==> run_1/cell_classes.png <==
Scale bar: 50 um.
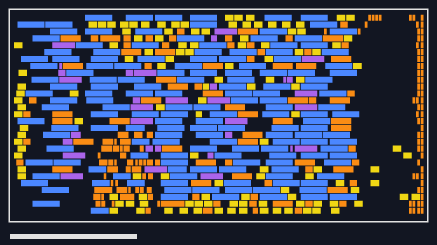
==> run_1/gate_families.png <==
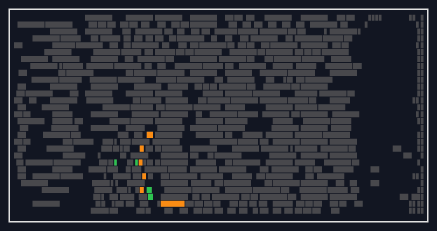
==> run_1/met2.png <==
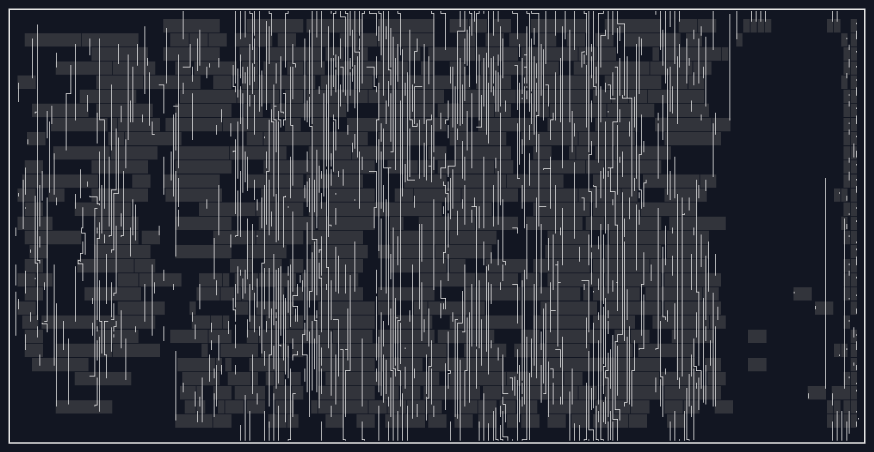
`src/rtl/Bundle.sv`:
```
// Shared payload types and constants for the register-file writeback path.
package Bundle;

  localparam int unsigned REG_AW = 5;
  localparam int unsigned XLEN   = 32;

  typedef struct packed {
    logic [REG_AW-1:0] rd;
    logic [XLEN-1:0]   data;
  } WbEntry;

  localparam logic [REG_AW-1:0] RF_ZERO_REG = 5'd0;

endpackage

```
`src/rtl/rf_wb_fifo.sv`:
```
// Writeback queue storage and pointers; exposes the head entry and, when
// RF_WRITEBACK_BYPASS_EN is defined, an age-ordered view (index 0 = oldest).
module rf_wb_fifo
  import Bundle::*;
#(
  parameter int unsigned DEPTH = 4,
  localparam int unsigned AW = $clog2(DEPTH),
  localparam int unsigned CW = AW + 1
) (
  input  logic                clk,
  input  logic                rst_n,
  input  logic                push,
  input  logic                pop,
  input  logic                flush,
  input  WbEntry              wr_entry,
  output WbEntry              head,
`ifdef RF_WRITEBACK_BYPASS_EN
  output WbEntry [DEPTH-1:0]  age_entry,
  output logic [DEPTH-1:0]    age_vld,
`endif
  output logic [CW-1:0]       count,
  output logic                empty
);

  WbEntry          mem [DEPTH];
  logic [AW-1:0]   wr_ptr;
  logic [AW-1:0]   rd_ptr;
  logic [CW-1:0]   count_q;

  // Pointer/occupancy state; flush discards everything at the edge.
  always_ff @(posedge clk) begin
    if (!rst_n) begin
      wr_ptr  <= '0;
      rd_ptr  <= '0;
      count_q <= '0;
    end else if (flush) begin
      wr_ptr  <= '0;
      rd_ptr  <= '0;
      count_q <= '0;
    end else begin
      if (push) wr_ptr <= wr_ptr + AW'(1);
      if (pop)  rd_ptr <= rd_ptr + AW'(1);
      count_q <= count_q + CW'(push) - CW'(pop);
    end
  end

  always_ff @(posedge clk) begin
    if (push) mem[wr_ptr] <= wr_entry;
  end

  assign head  = mem[rd_ptr];
  assign count = count_q;
  assign empty = (count_q == '0);

`ifdef RF_WRITEBACK_BYPASS_EN
  always_comb begin
    for (int unsigned i = 0; i < DEPTH; i++) begin
      age_entry[i] = mem[rd_ptr + AW'(i)];
      age_vld[i]   = (CW'(i) < count_q);
    end
  end
`endif

endmodule

```
`src/rtl/rf_writeback.sv`:
```
// Register-file writeback arbiter: queues producer results, gives the
// CSR/debug writer priority, drops x0 writes. Optional RF_WRITEBACK_BYPASS_EN.
module rf_writeback
  import Bundle::*;
#(
  parameter int unsigned DEPTH = 4,
  localparam int unsigned CW = $clog2(DEPTH) + 1
) (
  input  logic          clk,
  input  logic          rst_n,
  input  logic          in_valid,
  output logic          in_ready,
  input  logic [4:0]    in_rd,
  input  logic [31:0]   in_data,
  input  logic          ext_we,
  input  logic [4:0]    ext_waddr,
  input  logic [31:0]   ext_wdata,
  output logic          rf_we,
  output logic [4:0]    rf_waddr,
  output logic [31:0]   rf_wdata,
  input  logic          flush,
  output logic [CW-1:0] count,
  output logic          empty,
  input  logic [4:0]    fwd_rs1_addr,
  input  logic [4:0]    fwd_rs2_addr,
  output logic          fwd_rs1_hit,
  output logic          fwd_rs2_hit,
  output logic [31:0]   fwd_rs1_data,
  output logic [31:0]   fwd_rs2_data
);

  WbEntry head;
  WbEntry wr_entry;
  logic   push;
  logic   pop;
  logic   q_drive;

`ifdef RF_WRITEBACK_BYPASS_EN
  WbEntry [DEPTH-1:0] age_entry;
  logic [DEPTH-1:0]   age_vld;
`endif

  assign in_ready = rst_n && (count < CW'(DEPTH)) && !flush;
  // x0 results complete the handshake but never enter the queue.
  assign push     = in_valid && in_ready && (in_rd != RF_ZERO_REG);
  assign q_drive  = rst_n && !ext_we && !empty;
  assign pop      = q_drive && !flush;
  assign wr_entry = '{rd: in_rd, data: in_data};

  rf_wb_fifo #(.DEPTH(DEPTH)) u_fifo (
    .clk       (clk),
    .rst_n     (rst_n),
    .push      (push),
    .pop       (pop),
    .flush     (flush),
    .wr_entry  (wr_entry),
    .head      (head),
`ifdef RF_WRITEBACK_BYPASS_EN
    .age_entry (age_entry),
    .age_vld   (age_vld),
`endif
    .count     (count),
    .empty     (empty)
  );

  // Write-port arbitration: external writer wins, queue head otherwise.
  always_comb begin
    rf_we    = 1'b0;
    rf_waddr = '0;
    rf_wdata = '0;
    if (rst_n && ext_we) begin
      rf_we    = 1'b1;
      rf_waddr = ext_waddr;
      rf_wdata = ext_wdata;
    end else if (q_drive) begin
      rf_we    = 1'b1;
      rf_waddr = head.rd;
      rf_wdata = head.data;
    end
  end

`ifdef RF_WRITEBACK_BYPASS_EN
  // Scan oldest to youngest so the youngest match wins.
  always_comb begin
    fwd_rs1_hit  = 1'b0;
    fwd_rs1_data = '0;
    fwd_rs2_hit  = 1'b0;
    fwd_rs2_data = '0;
    for (int unsigned i = 0; i < DEPTH; i++) begin
      if (rst_n && age_vld[i] && (fwd_rs1_addr != RF_ZERO_REG) &&
          (age_entry[i].rd == fwd_rs1_addr)) begin
        fwd_rs1_hit  = 1'b1;
        fwd_rs1_data = age_entry[i].data;
      end
      if (rst_n && age_vld[i] && (fwd_rs2_addr != RF_ZERO_REG) &&
          (age_entry[i].rd == fwd_rs2_addr)) begin
        fwd_rs2_hit  = 1'b1;
        fwd_rs2_data = age_entry[i].data;
      end
    end
  end
`else
  logic unused_fwd;
  assign unused_fwd   = ^{fwd_rs1_addr, fwd_rs2_addr};
  assign fwd_rs1_hit  = 1'b0;
  assign fwd_rs2_hit  = 1'b0;
  assign fwd_rs1_data = '0;
  assign fwd_rs2_data = '0;
`endif

endmodule

```
`config.mk`:
```
export PLATFORM = sky130hd
export DESIGN_NAME = rf_writeback
export DESIGN_NICKNAME = d
export VERILOG_FILES = /design/src/rtl/Bundle.sv /design/src/rtl/rf_wb_fifo.sv /design/src/rtl/rf_writeback.sv
export SDC_FILE = /design/constraint.sdc
export NUM_CORES = 1
export LEC_CHECK = 0
export CORE_ASPECT_RATIO = 0.5
export CORE_UTILIZATION = 51
export DETAILED_ROUTE_END_ITERATION = 6
export PLACE_DENSITY = 0.85
export SLEW_MARGIN = 20
export SYNTH_ARGS = -nofsm -noshare
export SYNTH_HDL_FRONTEND = slang
export SYNTH_SLANG_ARGS = --single-unit
```
`constraint.sdc`:
```
create_clock -name clk -period 6.2 [get_ports clk]
set_input_delay 1.24 -clock clk [delete_from_list [all_inputs] [get_ports clk]]
set_output_delay 1.24 -clock clk [all_outputs]
set_load 0.01 [all_outputs]
```
==> impl_metrics.csv, run 1 <==
group,metric,value,unit
run_status,outcome,"completed",
critical_path,endpoint_kind,"output pin",
global_route,grt_max_degree,39,
sta,setup_viol,0,
cts,worstSkewPairLatency,0.42,ns
critical_path,crit_required,4.96,ns
sta,tightest_slew,1.10,ns
cts,path_clk_slew,0.06,ns
critical_path,critPathMaxStageDelay,0.88,ns
cells_and_area,drive_gt1_share,16.0,%
cts,cts-root-buf,"clkbuf_16",
floorplanning,ioPinCount,198,
sta,slew_headroom,26.5,%
logic_synthesis,synthCells,362,
logic_synthesis,yosys_area,6740,um2
hold_path,hold_path.class,"flip-flop to flip-flop",
sta,worst_slack,1.28,ns
global_route,track_usage,20.0,%
cells_and_area,comb_area,1740,um2
floorplanning,die_x,165,um
global_route,antenna_found_initial,0,
cells_and_area,final.fill_count,861,
cells_and_area,area_growth,24.4,%
cells_and_area,antenna_cells,0,
global_route,overflow,0,
routing,drt_iter0_drc,192,
floorplanning,rows,29,
sta,timing.fmax,203,MHz
logic_synthesis,yosysUniqueCellTypes,32,
cts,cts.htree.levels,4,
logic_synthesis,topCellsByArea,"edfxtp_1, mux4_2, buf_4",
global_route,grt_pass1_vias,3709,
critical_path,cp.arrival,3.68,ns
critical_path,ff2ff_path_depth,10,
sta,hold_viol_final,0,
logic_synthesis,ys_warn_count,0,
flow_run,cap_violations,0,
floorplanning,dieArea,13700,um2
logic_synthesis,ys.flops,157,
critical_path,worstPathMaxFanout,38,
logic_synthesis,top_area_cell,"edfxtp_1",
cts,holdBufCountCts,0,
logic_synthesis,syn_area_per_cell,18.6,um2
critical_path,setup.worst_path.start_class,"primary input",
critical_path,crit_chain,"clkdlybuf4s50_1, nand2b_1, nor2_4, a22o_1, clkdlybuf4s50_1",
routing,firstDrtPassIters,5,
cts,post-cts-setup-buffers,0,
critical_path,r2r-start,"u_fifo.count[1]$_SDFF_PP0_",
cts,clockBufferDepth,2,
flow_run,warnings,39,
sta,period_needed,4.92,ns
power_and_ir_drop,power_leakage,2.81,nW
placement,dpl.cell_count,638,
sta,finalSetupTns,0,ns
sta,slew_viol_final,0,
cells_and_area,finalNetCount,583,
placement,post-place-ws,1.34,ns
cts,cts_buffers,17,
sta,period_used_share,79.4,%
critical_path,crit_slowest_cell,"nor2_4",
power_and_ir_drop,p_per_area,272,nW/um2
hold_path,worstHoldPathCells,2,
cts,cts_num_sinks,157,
routing,routedWlPerCell,19.0,um
logic_synthesis,synth_area,6740,um2
power_and_ir_drop,vdd_drop_max,0.219,mV
routing,viasPerCell,5.20,
critical_path,critical_path_depth,5,
routing,ant_nets,0,
critical_path,cpMostUsedCell,"clkdlybuf4s50_1",
global_route,grt_pass1_wl,19.9,mm
critical_path,r2r_slack,3.97,ns
placement,io_buffers,121,
floorplanning,chipHeight,83.3,um
hold_path,hold_start,"u_fifo.rd_ptr[1]$_SDFFE_PP0P_",
sta,fin_skew,0.00671,ns
cts,cts_resized,0,
cells_and_area,final_cell_mix,"edfxtp_1, clkdlybuf4s50_1, conb_1, mux4_2, a22o_1",
critical_path,r2r-end,"u_fifo.count[2]$_SDFF_PP0_",
critical_path,cp_top_family,"buffers and inverters",
sta,rsz0062_at_grt,"false",
placement,hpwl,7.79,mm
cells_and_area,flop_area,4630,um2
floorplanning,fp-utilization,52.8,%
logic_synthesis,ys_seq_share,68.6,%
logic_synthesis,top_area_share,66.0,%
-- cell_classes.png (at the start) --
all other logic: marked orange, cells 188, share of their area 22%. other buffers and delay cells: marked yellow, cells 123, share of their area 15%. clock drivers and dummy loads: marked purple, cells 32, share of their area 6.6%. flip-flops: marked blue, cells 157, share of their area 57%.
fin area: 8380 um2
Core ar.: 12800 um2
Layout Utilization: 65.6%
Seq area share: 55.2%

-- gate_families.png (at the start) --
inverting AOI/OAI gates: marked orange, cells 6, most used a21oi_1. NAND gates: marked green, cells 4.
Comb/total area: 20.7%
most numerous logic cell after layout: edfxtp_1
final std cells w/o fill: 670

-- met2.png (at the start) --
The longest straight run is 45.4 um. The layer carries 6730 um of wire. 528 nets have wire on it. The wires run mostly vertical. The layer holds 53% of the routed length.
via count: 3481
Routed WL: 12.7 mm

==> run 1: cell type report <==
cell class | count | share of cell area (%)
Clock buffer | 18 | 5.12
Inverter | 9 | 0.433
Multi-Input combinational cell | 179 | 20.7
Sequential cell | 157 | 55.2
Timing Repair Buffer | 123 | 14.6
Tap cell | 170 | 2.54
Clock inverter | 14 | 1.34
==> run 1: metrics by stage <==
step | hold WS [ns] | power (mW) | cell area (um2)
final | 0.517 | 2.28 | 8380
after global routing | 0.546 | 2.36 | 8380
after CTS | 0.515 | 2.29 | 8380
after detailed placement | 0.500 | 1.35 | 7840
after global placement | 0.467 | 1.35 | 7840
after floorplan | 0.453 | 1.29 | 6980
==> run 1: power by group <==
| part | switching [mW] | internal (mW) | leakage, nW |
|---|---|---|---|
| registers | 0.00374 | 1.17 | 1.41 |
| logic | 0.0708 | 0.0831 | 1.15 |
| clock network | 0.431 | 0.519 | 0.252 |
==> run 1: cells in the mapped netlist <==
cell         n
edfxtp_1   148
inv_4        1
dfxtp_1      9
nand2_1      2
o31ai_1      1
and2_1       7
inv_1        8
or2_2        1
nor2_1       4
mux4_2      37
o2111ai_4    1
clkbuf_2     1
buf_6        4
nor3_1       2
nor2b_1      1
xor2_1       1
o21ai_0      1
or4_4        1
conb_1       1
mux2i_1      2
or3_1        1
nand2b_1     2
buf_4       66
buf_1        1
ha_1         6
buf_2        7
fa_1         1
a21oi_1      3
nor3_4       1
or4_1        1
clkbuf_1     3
a22o_1      37
==> run 1: state kept, by name, indices dropped and copies added, names as in the netlist, named ones only <==
signal         count
u_fifo.mem       148
u_fifo.count       3
u_fifo.rd_ptr      2
u_fifo.wr_ptr      2
==> run 1: layer usage <==
| metal | global-route usage [%] | share of wire, % |
|---|---|---|
| met3 | 5.04 | 3.5 |
| met2 | 34.4 | 53 |
| met1 | 24.8 | 42 |
| met5 | 0 | 0 |
| met4 | 6.51 | 1.6 |
==> run 1: tightest hold or removal path, cell delays in order, from the launching register on <==
cell and delay (ns):
dfxtp_1 0.31, o31ai_1 0.07, a21oi_1 0.08
==> run 1: worst max-delay path by stage <==
stage	to	startpoint	slack [ns]
floorplan	rf_waddr[0]	ext_we	2.88
global placement	rf_wdata[25]	rst_n	1.44
detailed placement	rf_wdata[23]	rst_n	1.34
CTS	rf_wdata[25]	rst_n	1.34
global route	rf_waddr[3]	rst_n	1.22
finish	rf_wdata[26]	rst_n	1.28
==> run 1: logic make-up after synthesis <==
family | Yosys count | synth area share [%]
muxes | 39 | 12.7
DFF | 157 | 68.6
buffers and inverters | 91 | 9.38
xor gates and xnor gates | 1 | 0.130
AOI/OAI and AO/OA | 43 | 5.61
other | 1 | 0.0557
and+or+nand+nor | 23 | 2.12
adders and majority gates | 7 | 1.41
==> run_1/final_placement.png <==
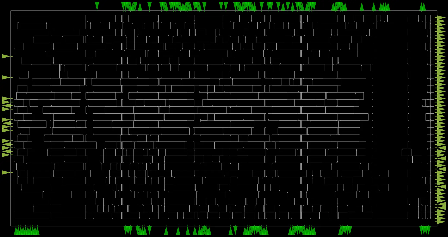

## Run 2: what changed since run 1
--- a/config.mk
+++ b/config.mk
@@ -6,9 +6,9 @@
 export NUM_CORES = 1
 export LEC_CHECK = 0
 export CORE_ASPECT_RATIO = 0.5
-export CORE_UTILIZATION = 51
+export CORE_UTILIZATION = 43
 export DETAILED_ROUTE_END_ITERATION = 6
-export PLACE_DENSITY = 0.85
+export PLACE_DENSITY = 0.77
 export SLEW_MARGIN = 20
 export SYNTH_ARGS = -nofsm -noshare
 export SYNTH_HDL_FRONTEND = slang
==> constraint.sdc (replaced) <==
create_clock -name clk -period 4.06 [get_ports clk]
set_input_delay 0.812 -clock clk [delete_from_list [all_inputs] [get_ports clk]]
set_output_delay 0.812 -clock clk [all_outputs]
set_load 0.01 [all_outputs]
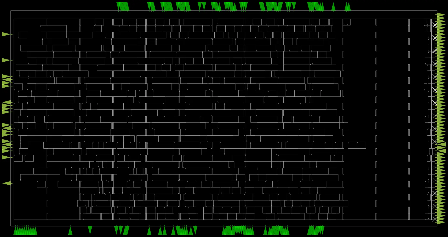
(run_2/final_placement.png)
Row Count: 31
Seq cells: 157
Seq area share: 53.8%
final std cells w/o fill: 706

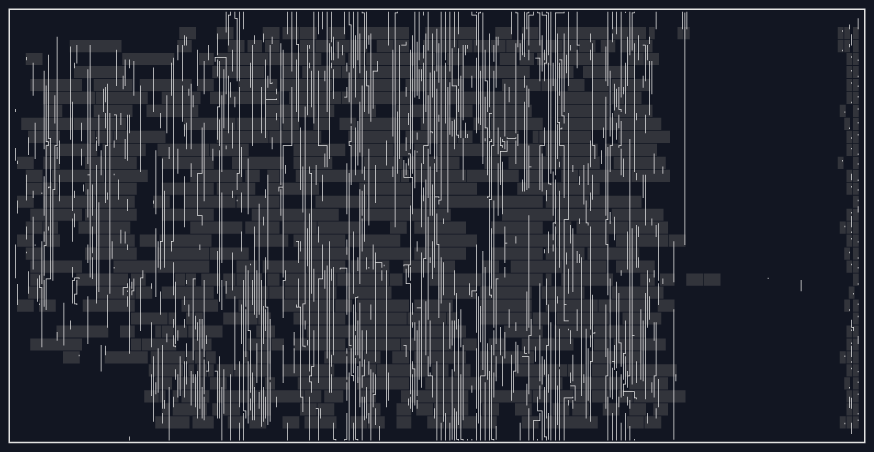
(run_2/met2.png)
534 nets have wire on it. The layer carries 6890 um of wire. The layer holds 55% of the routed length.
Routed WL: 12.6 mm
via count: 3475

==> run 2 against run 1 <==
Largest cell class unchanged. Flip-flop count unchanged. Sequential power increased by 52%. Clock power rose by 74%. Highest routed layer unchanged. Sequential share of layout area down 1.4 points. First-iteration DRC count shrank 12%. Register-to-register slack worse by 2.2 ns. Largest power group unchanged. Combinational power rose by 54%. The flow now finishes with violations (design-rule violations). Die size grew 18%. Total power grew 61%. Final cell count up 5.4%.
==> impl_metrics.csv, run 2 <==
group,metric,value,unit
cts,cts_buffers,17,
logic_synthesis,async_flop_share,0,%
placement,post-place-ws,0.553,ns
logic_synthesis,synthCells,362,
logic_synthesis,edf_count,148,
cts,cts.htree.levels,4,
sta,period_needed,3.53,ns
cells_and_area,drive_gt1_share,17.3,%
logic_synthesis,aoi_share,5.61,%
sta,tightest_slew,0.997,ns
power_and_ir_drop,power_leakage,2.91,nW
logic_synthesis,ff_type,"edfxtp_1",
sta,slew_viol_final,0,
logic_synthesis,ys_seq_share,68.6,%
run_status,violations,"design-rule violations",
logic_synthesis,syn_area_per_cell,18.6,um2
logic_synthesis,yosysUniqueCellTypes,32,
placement,hpwl,8.27,mm
sta,period_used_share,87.0,%
power_and_ir_drop,pwr-share-comb,6.4,%
power_and_ir_drop,sequentialPowerShare,48.8,%
sta,worst_slack,0.529,ns
critical_path,crit_chain,"clkdlybuf4s50_1, nand2b_1, nor2_4, buf_4, a22o_1, clkdlybuf4s50_1",
cts,clockBufferDepth,2,
sta,rsz0062_at_grt,"false",
power_and_ir_drop,netSwitchingPower,0.727,mW
critical_path,worstPathMaxFanout,22,
floorplanning,chipHeight,90.5,um
routing,drc,38,
cts,cts_resized,0,
cts,post-cts-setup-buffers,0,
cells_and_area,area_growth,27.7,%
floorplanning,core-area,14900,um2
floorplanning,fp-utilization,45.2,%
sta,hold_viol_final,0,
logic_synthesis,common_cells,"edfxtp_1, buf_4, a22o_1, mux4_2, dfxtp_1",
logic_synthesis,yosysMostFrequentCell,"edfxtp_1",
routing,firstDrtPassIters,7,
logic_synthesis,xor_share,0.130,%
sta,slew_headroom,33.5,%
run_status,outcome,"finished with violations",
power_and_ir_drop,p_per_area,427,nW/um2
routing,routedWlPerCell,17.9,um
critical_path,critPathMaxStageDelay,0.57,ns
routing,drt_iter0_drc,169,
logic_synthesis,top_area_cell,"edfxtp_1",
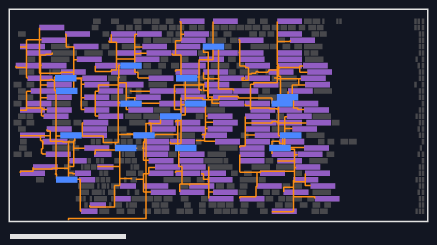
(run_2/clock_map.png)
Scale bar: 50 um.
cells driving clock nets: marked blue, count 17. flip-flops: marked purple, count 157. clock wires: marked orange, length 1640 um.
There are 18 routed clock nets.
clock share of power: 44.8%
Worst-Skew Late Latency: 0.41 ns
clock skew: 0.0112 ns
Clk power: 1.65 mW

[run 2: cell counts after synthesis]
No cell type changed its count.
[run 2: path summary, 6_finish.rpt]
kind                                 to  cells after the start                          start  slack (ns)
max reg2reg  u_fifo.count[2]$_SDFF_PP0_                     10     u_fifo.count[1]$_SDFF_PP0_        1.80
min                           flip-flop                      2  u_fifo.rd_ptr[1]$_SDFFE_PP0P_        0.48
min reg2reg                   flip-flop                      2  u_fifo.rd_ptr[1]$_SDFFE_PP0P_        0.48
max                         rf_wdata[3]                      6                          rst_n        0.53
[run 2: per-stage QoR]
stage          utilization, %  cells  instance area, um2
3_3_place_gp             53.6    674                7990
6_report                 57.8    706                8610
5_1_grt                  57.8    706                8610
2_1_floorplan               -    427                6980
3_5_place_dp             53.6    674                7990
4_1_cts                  57.8    706                8610
[run 2: routing by layer]
layer | GRT usage, % | wire length, um | vias to the layer above
met4 | 6.21 | 173 | 0
met3 | 3.11 | 534 | 15
met5 | 0 | 0 | -
met1 | 19.7 | 5030 | 1760
li1 | - | - | 1584
met2 | 29.4 | 6890 | 116
[run 2: cells by family (layout without fill, tap and decap cells)]
kind of cell / after synthesis / in the layout
simple gates: 23 / 23
fa+ha+maj: 7 / 7
xor+xnor: 1 / 1
compound gates: 43 / 43
flops: 157 / 157
other cells: 1 / 66
mux: 39 / 39
buf+inv: 91 / 172
[run 2: power groups by stage]
stage,sequential (mW),combinational [mW],clock (mW)
2_1_floorplan,1.83,0.138,0
3_3_place_gp,1.83,0.229,0
3_5_place_dp,1.83,0.236,0
4_1_cts,1.79,0.238,1.67
5_1_grt,1.80,0.259,1.74
6_report,1.79,0.237,1.65
[run 2: cell type report]
cell class	count	area, um2	area share [%]
Sequential cell	157	4630	53.8
Multi-Input combinational cell	179	1740	20.2
Timing Repair Buffer	131	1340	15.5
Clock buffer	19	433	5.03
Tap cell	198	248	2.88
Clock inverter	13	189	2.20
Inverter	9	36.3	0.422
[run 2: critical path, delay by kind of cell]
family,cells,cell delay (ns)
compound gates,1,0.20
buf+inv,3,1.38
simple gates,2,0.30
## Run 3: what changed since run 2
--- a/config.mk
+++ b/config.mk
@@ -5,11 +5,12 @@
 export SDC_FILE = /design/constraint.sdc
 export NUM_CORES = 1
 export LEC_CHECK = 0
+export CAP_MARGIN = 20
 export CORE_ASPECT_RATIO = 0.5
 export CORE_UTILIZATION = 43
 export DETAILED_ROUTE_END_ITERATION = 6
 export PLACE_DENSITY = 0.77
-export SLEW_MARGIN = 20
+export SLEW_MARGIN = 5
 export SYNTH_ARGS = -nofsm -noshare
 export SYNTH_HDL_FRONTEND = slang
 export SYNTH_SLANG_ARGS = --single-unit
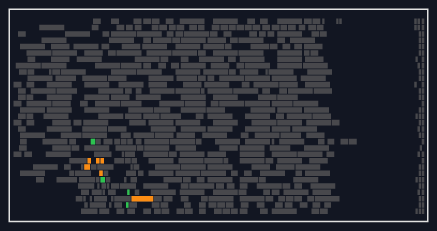
(run_3/gate_families.png)
NAND gates: marked green, cells 4, where lower left. inverting AOI/OAI gates: marked orange, cells 6, most used a21oi_1, where lower left.
Comb/total area: 20.2%

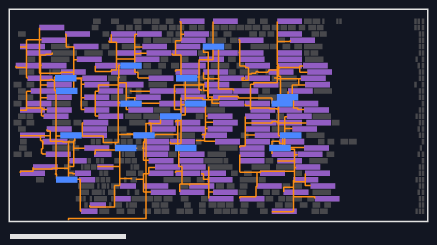
(run_3/clock_map.png)
Scale bar: 50 um.
cells driving clock nets: marked blue, count 17. flip-flops: marked purple, count 157. clock wires: marked orange, length 1640 um.
There are 18 routed clock nets.

==> run 3 against run 2 <==
The run still ends with design-rule violations left. Flip-flop count did not move. Register-to-register slack barely moved. Clock skew did not move. Setup slack did not move. Final cell count did not move. Total power did not move. Design area did not move. First-iteration DRC count did not move. Clock-buffer cell count did not move. Critical path type unchanged. Largest cell class unchanged.
==> impl_metrics.csv, run 3 <==
group,metric,value,unit
cts,cts-root-buf,"clkbuf_16",
run_status,outcome,"finished with violations",
power_and_ir_drop,power,3.68,mW
global_route,grt_pass1_vias,3554,
cts,path_clk_slew,0.06,ns
sta,slew_viol_final,0,
power_and_ir_drop,vdd_drop_max,0.313,mV
floorplanning,dieArea,16200,um2
sta,period_used_share,87.0,%
power_and_ir_drop,pwr-share-comb,6.4,%
cells_and_area,regMostFlops,"u_fifo.mem",
power_and_ir_drop,netSwitchingPower,0.727,mW
logic_synthesis,top_area_cell,"edfxtp_1",
floorplanning,chipHeight,90.5,um
logic_synthesis,ys_warn_count,0,
cells_and_area,area_growth,27.7,%
power_and_ir_drop,sequentialPowerShare,48.8,%
flow_run,cap_violations,0,
logic_synthesis,async_flop_share,0,%
global_route,antenna_found_initial,0,
cells_and_area,drive_gt1_share,17.3,%
routing,drt-total-wl,12.6,mm
cts,holdBufCountCts,0,
sta,tightest_slew,0.997,ns
flow_run,warnings,39,
logic_synthesis,yosysMostFrequentCell,"edfxtp_1",
sta,hold_viol_final,0,
routing,routedWlPerCell,17.9,um
sta,fin_skew,0.0112,ns
floorplanning,ioPinCount,198,
logic_synthesis,top_area_share,66.0,%
cells_and_area,final_cell_mix,"edfxtp_1, clkdlybuf4s50_1, conb_1, mux4_2, a22o_1",
cts,cts.htree.levels,4,
power_and_ir_drop,power_leakage,2.91,nW
routing,drt_iter0_drc,169,
hold_path,hold_start,"u_fifo.rd_ptr[1]$_SDFFE_PP0P_",
logic_synthesis,common_cells,"edfxtp_1, buf_4, a22o_1, mux4_2, dfxtp_1",
global_route,overflow,0,
hold_path,hold_path.class,"flip-flop to flip-flop",
cells_and_area,antenna_cells,0,
cts,worstSkewPairLatency,0.41,ns
logic_synthesis,edf_count,148,
placement,io_buffers,121,
routing,drc,38,
routing,firstDrtPassIters,7,
cts,cts_resized,0,
routing,vias,3475,
placement,hpwl,8.27,mm
run_status,violations,"design-rule violations",
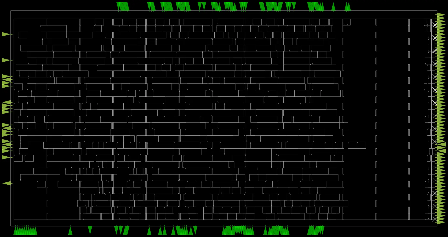
(run_3/final_placement.png)
Tapcells: 198
Core ar.: 14900 um2
FILL cells: 1105
Layout Utilization: 57.8%

-- run 3: cell counts after synthesis --
Identical to the previous run, type by type.
-- run 3: cell families (layout without fill, tap and decap cells) --
logic type               count (synthesis)  count (layout)  synth area share, %
AND-OR/OR-AND                           43              43                 5.61
XOR/XNOR                                 1               1                0.130
flip-flops                             157             157                 68.6
AND/OR/NAND/NOR                         23              23                 2.12
adder cells (fa/ha/maj)                  7               7                 1.41
multiplexers                            39              39                 12.7
other                                    1              66               0.0557
buffers and inverters                   91             172                 9.38
-- run 3: final timing paths --
check / end / slack (ns) / depth (start not counted)
hold reg to reg: flip-flop / 0.48 / 2
setup reg to reg: u_fifo.count[2]$_SDFF_PP0_ / 1.80 / 10
setup / recovery: rf_wdata[3] / 0.53 / 6
hold / removal: flip-flop / 0.48 / 2
-- run 3: metal layers --
metal | GRT usage (%) | wire length (um) | vias up
li1 | - | - | 1584
met2 | 29.4 | 6890 | 116
met3 | 3.11 | 534 | 15
met5 | 0 | 0 | -
met4 | 6.21 | 173 | 0
met1 | 19.7 | 5030 | 1760
-- run 3: power groups by stage --
| stage | logic (mW) | registers, mW | clock network [mW] |
|---|---|---|---|
| global placement | 0.229 | 1.83 | 0 |
| finish | 0.237 | 1.79 | 1.65 |
| detailed placement | 0.236 | 1.83 | 0 |
| CTS | 0.238 | 1.79 | 1.67 |
| global route | 0.259 | 1.80 | 1.74 |
| floorplan | 0.138 | 1.83 | 0 |
-- run 3: area by class of cell --
class	count	area [um2]
Fill cell	1105	6290
Sequential cell	157	4630
Multi-Input combinational cell	179	1740
Timing Repair Buffer	131	1340
Clock buffer	19	433
Tap cell	198	248
Clock inverter	13	189
Inverter	9	36.3
-- run 3: stage by stage --
step	worst slack, ns	util (%)	cells	cell area [um2]
final	0.529	57.8	706	8610
after global routing	0.444	57.8	706	8610
after CTS	0.547	57.8	706	8610
after detailed placement	0.553	53.6	674	7990
after global placement	0.630	53.6	674	7990
after floorplan	1.36	-	427	6980
-- run 3: worst max-delay path, stage by stage --
cell and delay (ns):
clkdlybuf4s50_1 0.53, nand2b_1 0.18, nor2_4 0.12, buf_4 0.28
a22o_1 0.20, clkdlybuf4s50_1 0.57
Power figures rest on the tool's default switching activity, not on a simulated workload.
